--- src/rtl/sccb_pkg.sv ---
// Shared types and constants for the SCCB camera configuration sequencer.
package sccb_pkg;

  typedef enum logic [3:0] {
    StIdle,
    StPowerupWait,
    StFetch,
    StDecode,
    StSend,
    StWaitAccept,
    StWaitDone,
    StDelay,
    StDone
  } seq_state_t;

  typedef struct packed {
    logic [7:0] addr;
    logic [7:0] data;
  } entry_t;

  localparam logic [15:0] END_MARKER   = 16'hFFFF;
  localparam logic [15:0] DELAY_MARKER = 16'hFFF0;

  // Built-in OV7670-style bring-up table: soft reset, settle, RGB565 output.
  function automatic logic [15:0] default_entry(input logic [31:0] idx);
    logic [15:0] e;
    case (idx)
      32'd0:   e = 16'h1280;
      32'd1:   e = DELAY_MARKER;
      32'd2:   e = 16'h1204;
      32'd3:   e = 16'h1101;
      32'd4:   e = 16'h0C00;
      32'd5:   e = 16'h3E00;
      32'd6:   e = 16'h40D0;
      32'd7:   e = 16'h8C00;
      default: e = END_MARKER;
    endcase
    return e;
  endfunction

endpackage

--- src/rtl/camera_config_rom.sv ---
// Synchronous register-table ROM, one-cycle read latency.
// USE_INIT selects the ROM_INIT parameter table instead of the built-in one.
module camera_config_rom
  import sccb_pkg::*;
#(
  parameter int unsigned                 ROM_DEPTH = 128,
  parameter bit                          USE_INIT  = 1'b0,
  parameter logic [ROM_DEPTH-1:0][15:0]  ROM_INIT  = '1,
  localparam int unsigned                AW        = (ROM_DEPTH > 1) ? $clog2(ROM_DEPTH) : 1
) (
  input  logic          i_clk,
  input  logic [AW-1:0] i_addr,
  output entry_t        o_entry
);

  // Registered read of the addressed entry.
  always_ff @(posedge i_clk) begin
    if (USE_INIT) begin
      o_entry <= entry_t'(ROM_INIT[i_addr]);
    end else begin
      o_entry <= entry_t'(default_entry(32'(i_addr)));
    end
  end

endmodule

--- src/rtl/sccb_config_sequencer.sv ---
// Walks the camera register table and feeds each {addr, data} pair to the
// SCCB write transmitter, inserting millisecond delays where requested.
// Optional watchdog per write: define SCCB_SEQ_TIMEOUT_EN.
module sccb_config_sequencer
  import sccb_pkg::*;
#(
  parameter int unsigned                CLK_FREQUENCY  = 25000000,
  parameter int unsigned                DELAY_MS       = 10,
  parameter int unsigned                ROM_DEPTH      = 128,
  parameter int unsigned                TIMEOUT_CYCLES = 65535,
  parameter bit                         ROM_USE_INIT   = 1'b0,
  parameter logic [ROM_DEPTH-1:0][15:0] ROM_INIT       = '1
) (
  input  logic       i_clk,
  input  logic       i_reset,
  input  logic       i_start,
  input  logic       i_tx_ready,
  output logic       o_tx_start,
  output logic [7:0] o_tx_address,
  output logic [7:0] o_tx_data,
  output logic       o_busy,
  output logic       o_done,
  output logic       o_error
);

  localparam logic [31:0] DELAY_PRODUCT = DELAY_MS * CLK_FREQUENCY / 32'd1000;
  localparam int unsigned DELAY_CYCLES  = (DELAY_PRODUCT == 32'd0) ? 32'd1 : DELAY_PRODUCT;
  localparam int unsigned CNT_W         = $clog2(DELAY_CYCLES + 1);
  localparam logic [CNT_W-1:0] CNT_LAST = CNT_W'(DELAY_CYCLES - 1);
  localparam int unsigned IDX_W         = (ROM_DEPTH > 1) ? $clog2(ROM_DEPTH) : 1;
  localparam logic [IDX_W-1:0] LAST_IDX = IDX_W'(ROM_DEPTH - 1);

  seq_state_t       state_q, state_d;
  logic [IDX_W-1:0] idx_q, idx_d;
  logic [CNT_W-1:0] cnt_q, cnt_d;
  logic [7:0]       addr_q, addr_d, data_q, data_d;
  logic             busy_q, busy_d, done_q, done_d;
  logic             tx_start;
  entry_t           rom_entry;

`ifdef SCCB_SEQ_TIMEOUT_EN
  localparam int unsigned WD_W         = $clog2(TIMEOUT_CYCLES + 1);
  localparam logic [WD_W-1:0] WD_LAST  = WD_W'(TIMEOUT_CYCLES - 1);
  logic [WD_W-1:0] wd_q, wd_d;
  logic            err_q, err_d;
`else
  logic unused_timeout;
  assign unused_timeout = ^TIMEOUT_CYCLES;
`endif

  camera_config_rom #(
    .ROM_DEPTH (ROM_DEPTH),
    .USE_INIT  (ROM_USE_INIT),
    .ROM_INIT  (ROM_INIT)
  ) u_rom (
    .i_clk   (i_clk),
    .i_addr  (idx_q),
    .o_entry (rom_entry)
  );

  // Next-state, counters and handshake decode.
  always_comb begin
    state_d  = state_q;
    idx_d    = idx_q;
    cnt_d    = cnt_q;
    addr_d   = addr_q;
    data_d   = data_q;
    busy_d   = busy_q;
    done_d   = done_q;
    tx_start = 1'b0;
`ifdef SCCB_SEQ_TIMEOUT_EN
    wd_d     = '0;
    err_d    = err_q;
`endif
    unique case (state_q)
      StIdle: begin
        if (i_start) begin
          state_d = StPowerupWait;
          busy_d  = 1'b1;
          done_d  = 1'b0;
          idx_d   = '0;
          cnt_d   = '0;
`ifdef SCCB_SEQ_TIMEOUT_EN
          err_d   = 1'b0;
`endif
        end
      end
      StPowerupWait: begin
        if (cnt_q == CNT_LAST) begin
          cnt_d   = '0;
          state_d = StFetch;
        end else begin
          cnt_d = cnt_q + 1'b1;
        end
      end
      StFetch: state_d = StDecode;
      StDecode: begin
        if (rom_entry == END_MARKER) begin
          state_d = StDone;
        end else if (rom_entry == DELAY_MARKER) begin
          cnt_d   = '0;
          state_d = StDelay;
        end else begin
          addr_d  = rom_entry.addr;
          data_d  = rom_entry.data;
          state_d = StSend;
        end
      end
      StSend: begin
        if (i_tx_ready) begin
          tx_start = 1'b1;
          state_d  = StWaitAccept;
        end
      end
      StWaitAccept: begin
        if (!i_tx_ready) state_d = StWaitDone;
      end
      StWaitDone: begin
        if (i_tx_ready) begin
          // The final table slot ends the pass even without an end marker.
          if (idx_q == LAST_IDX) begin
            state_d = StDone;
          end else begin
            idx_d   = idx_q + 1'b1;
            state_d = StFetch;
          end
        end
      end
      StDelay: begin
        if (cnt_q == CNT_LAST) begin
          cnt_d = '0;
          if (idx_q == LAST_IDX) begin
            state_d = StDone;
          end else begin
            idx_d   = idx_q + 1'b1;
            state_d = StFetch;
          end
        end else begin
          cnt_d = cnt_q + 1'b1;
        end
      end
      StDone: begin
        busy_d  = 1'b0;
        done_d  = 1'b1;
        state_d = StIdle;
      end
      default: state_d = StIdle;
    endcase
`ifdef SCCB_SEQ_TIMEOUT_EN
    // Watchdog spans accept plus completion of a single write.
    if (state_q == StWaitAccept || state_q == StWaitDone) begin
      if (wd_q == WD_LAST) begin
        err_d   = 1'b1;
        state_d = StDone;
      end else begin
        wd_d = wd_q + 1'b1;
      end
    end
`endif
  end

  // State and datapath registers with synchronous reset.
  always_ff @(posedge i_clk) begin
    if (i_reset) begin
      state_q <= StIdle;
      idx_q   <= '0;
      cnt_q   <= '0;
      addr_q  <= '0;
      data_q  <= '0;
      busy_q  <= 1'b0;
      done_q  <= 1'b0;
    end else begin
      state_q <= state_d;
      idx_q   <= idx_d;
      cnt_q   <= cnt_d;
      addr_q  <= addr_d;
      data_q  <= data_d;
      busy_q  <= busy_d;
      done_q  <= done_d;
    end
  end

`ifdef SCCB_SEQ_TIMEOUT_EN
  // Watchdog counter and sticky error flag.
  always_ff @(posedge i_clk) begin
    if (i_reset) begin
      wd_q  <= '0;
      err_q <= 1'b0;
    end else begin
      wd_q  <= wd_d;
      err_q <= err_d;
    end
  end
  assign o_error = err_q;
`else
  assign o_error = 1'b0;
`endif

  assign o_tx_start   = tx_start;
  assign o_tx_address = addr_q;
  assign o_tx_data    = data_q;
  assign o_busy       = busy_q;
  assign o_done       = done_q;

endmodule

--- config.mk ---
export PLATFORM = sky130hd
export DESIGN_NAME = sccb_config_sequencer
export DESIGN_NICKNAME = d
export VERILOG_FILES = /design/src/rtl/sccb_pkg.sv /design/src/rtl/camera_config_rom.sv /design/src/rtl/sccb_config_sequencer.sv
export SDC_FILE = /design/constraint.sdc
export NUM_CORES = 1
export LEC_CHECK = 0
export ABC_AREA = 1
export ABC_CLOCK_PERIOD_IN_PS = 2200
export CAP_MARGIN = 20
export CORE_MARGIN = 5
export CORE_UTILIZATION = 25
export CTS_BUF_LIST = sky130_fd_sc_hd__clkbuf_2 sky130_fd_sc_hd__clkbuf_4 sky130_fd_sc_hd__clkbuf_8
export DETAILED_ROUTE_END_ITERATION = 7
export PLACE_DENSITY = 0.45
export RECOVER_POWER = 100
export SLEW_MARGIN = 20
export SYNTH_ARGS = -nofsm -noshare
export SYNTH_HDL_FRONTEND = slang
export SYNTH_HIERARCHICAL = 1
export SYNTH_SLANG_ARGS = --single-unit
--- constraint.sdc ---
create_clock -name i_clk -period 2.2 [get_ports i_clk]
set_input_delay 0.22 -clock i_clk [delete_from_list [all_inputs] [get_ports i_clk]]
set_output_delay 0.22 -clock i_clk [all_outputs]
set_load 0.02 [all_outputs]
==> flow_summary.yaml, run 1 <==
# synthesis and place-and-route metrics
clock_network:
  cts_hold_buffers: 0
  cts.root.buffer_cell: "clkbuf_8"
  clock_tree_from_tritoncts: "yes"
finish:
  antenna_cells_inserted: 0
  area_dominant_class: "multi-input combinational cells"
  seqAreaFraction_pct: 32.02
  layout.comb_gates.multi_input: 342
  finish.net_count: 494
power:
  areal_power_density_over_the_cells_nw_per_um2: 887.8
  leakage_power_nw: 1.475
  total_power_mw: 3.275
critical_path:
  crit_required_ps: 1980
  regToRegSetupSlack_ps: 260
  worstRegToRegCells: 8
  cpLargestDelayFamily: "buffers and inverters"
timing:
  fin_tns_setup_ps: 0
  slew_violations: 0
  hold_ws_ps: 457.8
  endpoints_failing_setup: 0
  maximum_clock_rate_ghz: 0.4910
  grt_setup_unrepaired: "false"
synthesis:
  yosys_area_um2: 3132
  seq_area_frac_synth_pct: 37.71
  mux_share_pct: 0
  ys_sh_aoi_pct: 8.310
  yosys.area_share.adder_pct: 0.7990
  yosys-dominant-comb-family: "simple AND/OR/NAND/NOR gates"
  synth.yosys.num_cells: 465
placed_design:
  total_of_buffers_placed_on_input_and_output_ports: 22
  gp_routability_congestion: 0.8177
job:
  cap_viol_max_count: 0
  warnings: 26
grt:
  grt_pass1_wl_um: 13250
detailed_routing:
  drtIter0Drc: 161
  drtAntennaViolNets: 0
floorplanning:
  std_cell_rows: 40
status:
  run_status: "completed"
-- run 1: tightest hold or removal path, cell delays in order, from the launching register on --
cell,delay (ps)
dfxtp_1,310
nand2_1,60
a21oi_1,50
-- run 1: per-stage QoR --
step	setup slack (ps)	util (%)
floorplan	729.2	-
global placement	442.2	28.79
detailed placement	436.9	28.79
CTS	138.8	30.69
global route	60.04	30.33
finish	163.2	30.33
-- run 1: kinds of logic (layout without fill, tap and decap cells) --
group	after synthesis	count (layout)
flip-flops	59	59
other	1	1
XOR/XNOR	4	4
adder cells (fa/ha/maj)	2	2
buffers and inverters	64	92
AND-OR/OR-AND	49	49
AND/OR/NAND/NOR	286	286
-- run 1: report_power, final --
| part | switching (mW) | internal (mW) |
|---|---|---|
| Clock | 0.445 | 0.710 |
| Combinational | 0.555 | 0.241 |
| Sequential | 0.122 | 1.20 |
-- run 1: metal layers --
layer | wire [um] | GRT usage, %
met1 | 3872 | 14.31
met3 | 199 | 2.553
met2 | 3748 | 18.02
met4 | 81 | 4.692
met5 | 0 | 0
-- run 1: registers in the layout (all words and copies together), names as in the netlist --
register       count
cnt_q             18
o_tx_address       8
o_busy             1
u_rom/o_entry     12
idx_q              7
o_done             1
o_tx_data          8
state_q            4
-- run 1: cells in the mapped netlist --
cell and number:
buf_6 3, conb_1 1, nand3_1 61, buf_4 6, nor3_1 4, dfxtp_1 59, ha_1 2, a21oi_1 38
nand2_2 9, o21bai_1 2, nor2_4 5, nand2_1 120, nor2_1 52, nand4_1 20, inv_2 4, o21ai_0 5
xnor2_1 1, a21oi_2 1, inv_1 41, xor2_1 3, buf_2 1, nand3b_1 2, nor2_2 3, nor3_4 1
nand3_2 2, o21a_1 1, and2_1 1, a31o_2 1, clkinv_2 1, nand3_4 1, clkbuf_1 6, o21ai_1 1
or2_2 5, inv_4 2
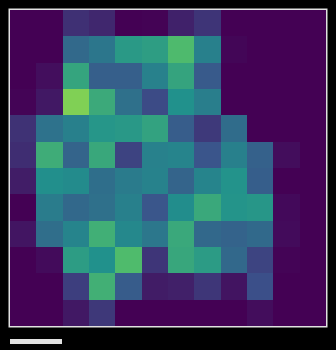
Fig. 1. Local utilization (run 1).
Scale bar: 20 um. 12 x 12 tiles, from dark purple (low) to yellow (high), 0 to 100% covered.
nearly empty tiles	34%
fullest tile	80%
densest ninth of the die	middle
initial core utilization: 25.75%
final design utilization: 30.33%

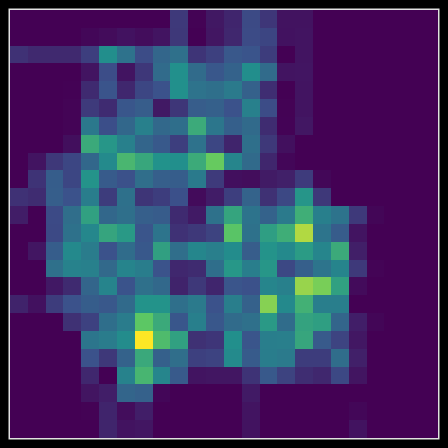
Fig. 2. Wire density map (run 1).
24 x 24 tiles, from dark purple (low) to yellow (high), scaled to the fullest tile. Values are wire area over tile area, all layers added.
nearly empty tiles	42%
densest ninth of the die	middle
emptiest ninth of the die	top right
tiles over half the peak	7.5%
mean over tiles	0.081
fullest tile	0.47
total number of vias: 2937
final wirelength: 7902 um
total global-route track usage: 11.16%
routed wirelength normalized by instance count: 11.95 um

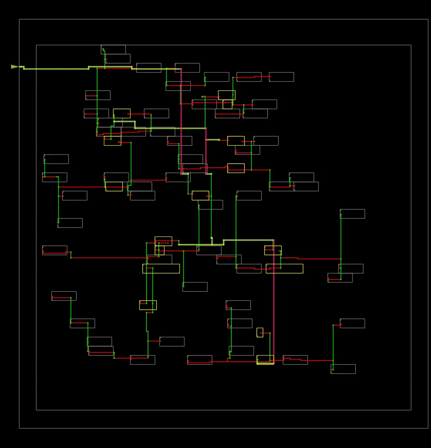
Fig. 3. Clock wiring as the flow saved it (run 1).
clock sinks: 59
Latency at later pin: 340 ps
number of buffers created by CTS: 9
count of clock buffers in the final design: 12
count of sequential standard cells: 59

--- run 2 (diff from run 1) ---
- SETUP_SLACK_MARGIN: unset -> 0.5
==> run 2 against run 1 <==
Effect of this change: sequential share of layout area fell by 0.32 points; synthesized cell count did not move; hold slack better by 1.5 ps; synthesized area is the same; via count rose by 0.41%; global-route usage grew 0.087 points; sequential power about the same; routed wire length about the same; combinational power grew 2.6%; setup slack better by 290 ps; critical path type unchanged; critical endpoint unchanged; clock power hardly changed.
==> flow_summary.yaml, run 2 <==
# synthesis and place-and-route metrics
placed_design:
  total_of_buffers_placed_on_input_and_output_ports: 22
  gp_routability_congestion: 0.8177
floorplanning:
  initial_core_utilization_pct: 25.75
finish:
  top_register: "cnt_q"
  final_core_util_pct: 30.76
  antenna_cells_inserted: 0
  finish.net_count: 494
status:
  run_status: "completed"
synthesis:
  netlist_top_cells_count: "nand2_1 (120), nand3_1 (61), dfxtp_1 (59)"
  synth.yosys.num_cells: 465
  mux_share_pct: 0
job:
  cap_viol_max_count: 0
clock_network:
  number_of_buffers_created_by_cts: 9
  cts.sinks: 59
  cts_hold_buffers: 0
  insertion_delay_ps: 340
grt:
  global_route.usage.met1_pct: 14.33
  grt_use_met3_pct: 2.553
  groute.layer.met2.usage_pct: 18.09
power:
  areal_power_density_over_the_cells_nw_per_um2: 883.6
  leakage_power_nw: 1.483
timing:
  maximum_clock_rate_ghz: 0.5728
  fin_tns_setup_ps: 0
  endpoints_failing_setup: 0
  grt_setup_unrepaired: "false"
  slew_violations: 0
detailed_routing:
  drtIter0Drc: 146
  detailroute.wirelength.met2_um: 3759
critical_path:
  worstRegToRegCells: 8
  crit_required_ps: 1980
  regToRegSetupSlack_ps: 460
[run 2: netlist changes by cell type in the layout (fill, tap and decap cells not counted), moves of 2 or more]
cell and change:
nand3_1 -2, dfxtp_2 +4, clkdlybuf4s50_1 -2, inv_1 -2
dfxtp_1 -4, nand2_1 -2
[run 2: layout make-up]
class	count	area (um^2)
clock buffer	12	158.9
clock inverter	4	72.57
fill	1365	8421
inverter	48	190.2
multi-input combinational	342	1663
sequential	59	1186
tap	168	210.2
timing repair buffer	28	260.3
[run 2: repair_timing]
item,CTS,global route
pin swaps,0,1
hold endpoints to repair,0,0
gates cloned,0,0
gates resized,9,13
endpoints found under the setup margin,26,46
buffers inserted,0,0
[run 2: kinds of logic (layout without fill, tap and decap cells)]
group / count (synthesis) / after routing
AND-OR/OR-AND: 49 / 49
XOR/XNOR: 4 / 4
adder cells (fa/ha/maj): 2 / 2
buffers and inverters: 64 / 92
flip-flops: 59 / 59
other: 1 / 1
AND/OR/NAND/NOR: 286 / 286
[run 2: worst max-delay path: stages, from the launching register on]
cell           delay (ps)
dfxtp_1               370
nor2_1                310
inv_1                  80
nor2_1                100
dlygate4sd2_1         330
[run 2: worst max-delay path by stage]
stage / from / slack [ps] / cells past startpoint / to
after CTS: state_q[1] / 530 / 8 / state_q[3]
after global routing: cnt_q[0] / 270 / 8 / idx_q[2]
after global placement: state_q[2] / 440 / 8 / o_tx_address[3]
after detailed placement: i_tx_ready / 440 / 4 / o_tx_start
after floorplan: u_rom/o_entry[14] / 730 / 10 / cnt_q[13]
final: state_q[1] / 450 / 4 / o_tx_start
[run 2: where the power goes]
group          internal, mW  switching [mW]  total [mW]
clock network         0.711           0.445        1.16
registers              1.21           0.126        1.33
logic                 0.248           0.569       0.817
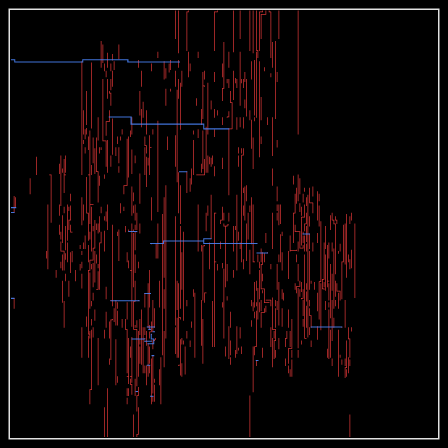
Fig. 4. Wiring by layer (run 2).
Only two layers are drawn.
colour	layer	wire length
red	M2	3760 um
blue	M3	167 um
routed wirelength normalized by instance count: 11.94 um
total global-route track usage: 11.25%
final wirelength: 7895 um
total number of vias: 2949

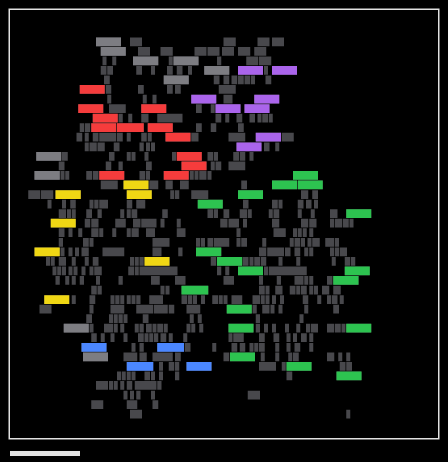
Fig. 5. Sequential cells grouped by signal name (run 2).
Scale bar: 20 um. Other sequential cells in the stronger grey, the rest of the logic in the fainter grey.
colour	netlist name	flops
green	cnt_q	18
purple	o_tx_data	8
yellow	idx_q	7
blue	state_q	4
red	u_rom/o_entry	12
not coloured	10

--- run 3 (diff from run 2) ---
- ABC_CLOCK_PERIOD_IN_PS: 2200 -> 1500
- PLACE_DENSITY: 0.45 -> 0.46
- clock period: 2.2 -> 1.5 ns (I/O delays scaled with it)
==> run 3 against run 2 <==
Effect of this change: core utilization is 5.8 points higher; register-to-register slack lost 430 ps; highest routed layer unchanged; setup slack got worse by 420 ps; critical path type is now reg -> reg; cell area rose by 19%; via count grew 8.0%; die size unchanged; sequential power grew 48%; sequential cell count unchanged; sequential share of layout area decreased by 4.1 points.
==> flow_summary.yaml, run 3 <==
# synthesis and place-and-route metrics
critical_path:
  critical_path.n_buffers_inverters: 2
  crit_required_ps: 1720
  path_cells: "buf_6, nand3_4, inv_2, nand2_2, nand2_2, nor2_4, nand3_4, nand2_1, a21oi_1"
  max_stage_delay_ps: 370
  crit_path_top_delay_cell: "dfxtp_4"
  regToRegSetupSlack_ps: 30
placed_design:
  total_of_buffers_placed_on_input_and_output_ports: 22
  gp_routability_congestion: 0.8454
finish:
  top_register: "cnt_q"
  filler_cell_count: 1312
  reg.largest.list: "cnt_q: 18 flops, u_rom/o_entry: 12 flops"
  largest_register_ffs: 18
  finish.net_count: 540
  antenna_cells_inserted: 0
floorplanning:
  std_cell_rows: 40
  initial_core_utilization_pct: 25.75
synthesis:
  seq_area_frac_synth_pct: 37.71
  yosys_area_um2: 3132
  edf_count: 0
  netlist_top_cells_count: "nand2_1 (120), nand3_1 (61), dfxtp_1 (59)"
  ys_async_sr_fraction_pct: 0
  netlist.top_cell.by_instances: "nand2_1"
  ys.flop_type: "dfxtp_1"
detailed_routing:
  post_drt_wl_per_cell_um: 12.62
  totalWireLength_um: 8912
  drtIter0Drc: 146
  route.vias.total: 3185
  drtAntennaViolNets: 0
status:
  run_status: "completed"
job:
  warnings: 29
clock_network:
  cts.sinks: 59
  cts_hold_buffers: 0
  insertion_delay_ps: 340
  clock_tree_from_tritoncts: "yes"
  cts.root.buffer_cell: "clkbuf_8"
timing:
  grt_setup_unrepaired: "true"
  hold_ws_ps: 465.4
  fin_tns_setup_ps: 0
  slew_violations: 0
  maximum_clock_rate_ghz: 0.6821
  endpoints_failing_setup: 0
grt:
  gr-max-usage-layer: "met2"
  global_route.usage.met1_pct: 15.15
  grt_pass1_wl_um: 14460
  grt_use_met3_pct: 2.925
  groute.layer.met2.usage_pct: 20.68
==> run 3: power by group <==
group          internal, mW  switching, mW  leakage, nW
clock network         0.965          0.669        0.108
registers              1.78          0.186        0.492
logic                 0.730           1.16         1.17
==> run 3: path summary, 6_finish.rpt <==
check / from / end / cells past startpoint
max reg2reg: state_q[2] / idx_q[4] / 9
max: state_q[2] / idx_q[4] / 9
min: o_tx_address[6] / o_tx_address[6] / 2
min reg2reg: o_tx_address[6] / o_tx_address[6] / 2
==> run 3: kinds of logic after synthesis <==
kind of cell | synth area share, %
xor gates and xnor gates | 1.119
adders and majority gates | 0.7989
and+or+nand+nor | 42.59
AOI/OAI and AO/OA | 8.310
other | 0.1197
buffers and inverters | 9.348
DFF | 37.71
==> run 3: layout make-up <==
cell class / count / area, um^2 / area share (%)
well taps: 168 / 210.2 / 4.731
multi-input cells: 345 / 1973 / 44.41
repair buffers: 71 / 621.8 / 14.00
clock buffers: 10 / 137.6 / 3.098
inverters: 48 / 197.7 / 4.449
clock inverters: 5 / 77.57 / 1.746
flip-flops and latches: 59 / 1225 / 27.57
==> run 3: metal layers <==
metal	wire length [um]	vias to the layer above
met3	244	14
met1	4071	1466
li1	-	1657
met4	170	0
met5	0	-
met2	4425	48
==> run 3: stage by stage <==
step                power (mW)  util (%)  setup WS [ps]  area (um^2)  instances
finish                   5.492     36.53          33.97         4443        706
global route             5.851     36.53         -65.62         4443        706
CTS                      5.536     35.73          72.28         4345        704
detailed placement       3.462     31.41         -103.9         3820        675
global placement         3.441     31.41         -91.19         3820        675
floorplan                3.115         -          131.1         3226        465
==> run 3: what timing repair did <==
action / CTS / global route
buffers inserted: 11 / 1
pin swaps: 33 / 9
gates resized: 170 / 46
endpoints found under the setup margin: 67 / 75
cloned: 3 / 1
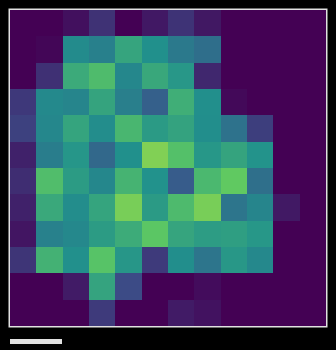
Fig. 6. Local utilization (run 3).
Scale bar: 20 um. 12 x 12 tiles, from dark purple (low) to yellow (high), 0 to 100% covered.
densest ninth of the die	middle
mean over tiles	28%
nearly empty tiles	34%
tiles over 75% full	2.8%
fullest tile	81%
final design utilization: 36.53%
Core Area: 12160 um^2

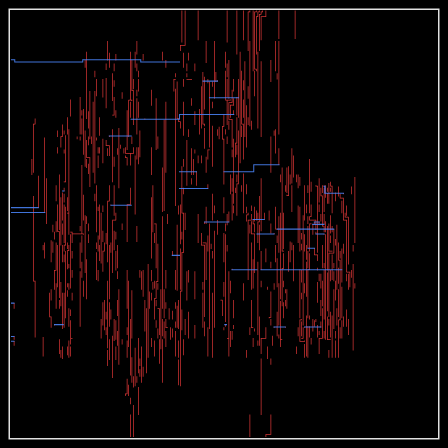
Fig. 7. Wiring by layer (run 3).
Only two layers are drawn.
colour	layer	wire length
blue	M3	245 um
red	M2	4430 um

No activity file was given, so power comes from the tool's default toggle rates.
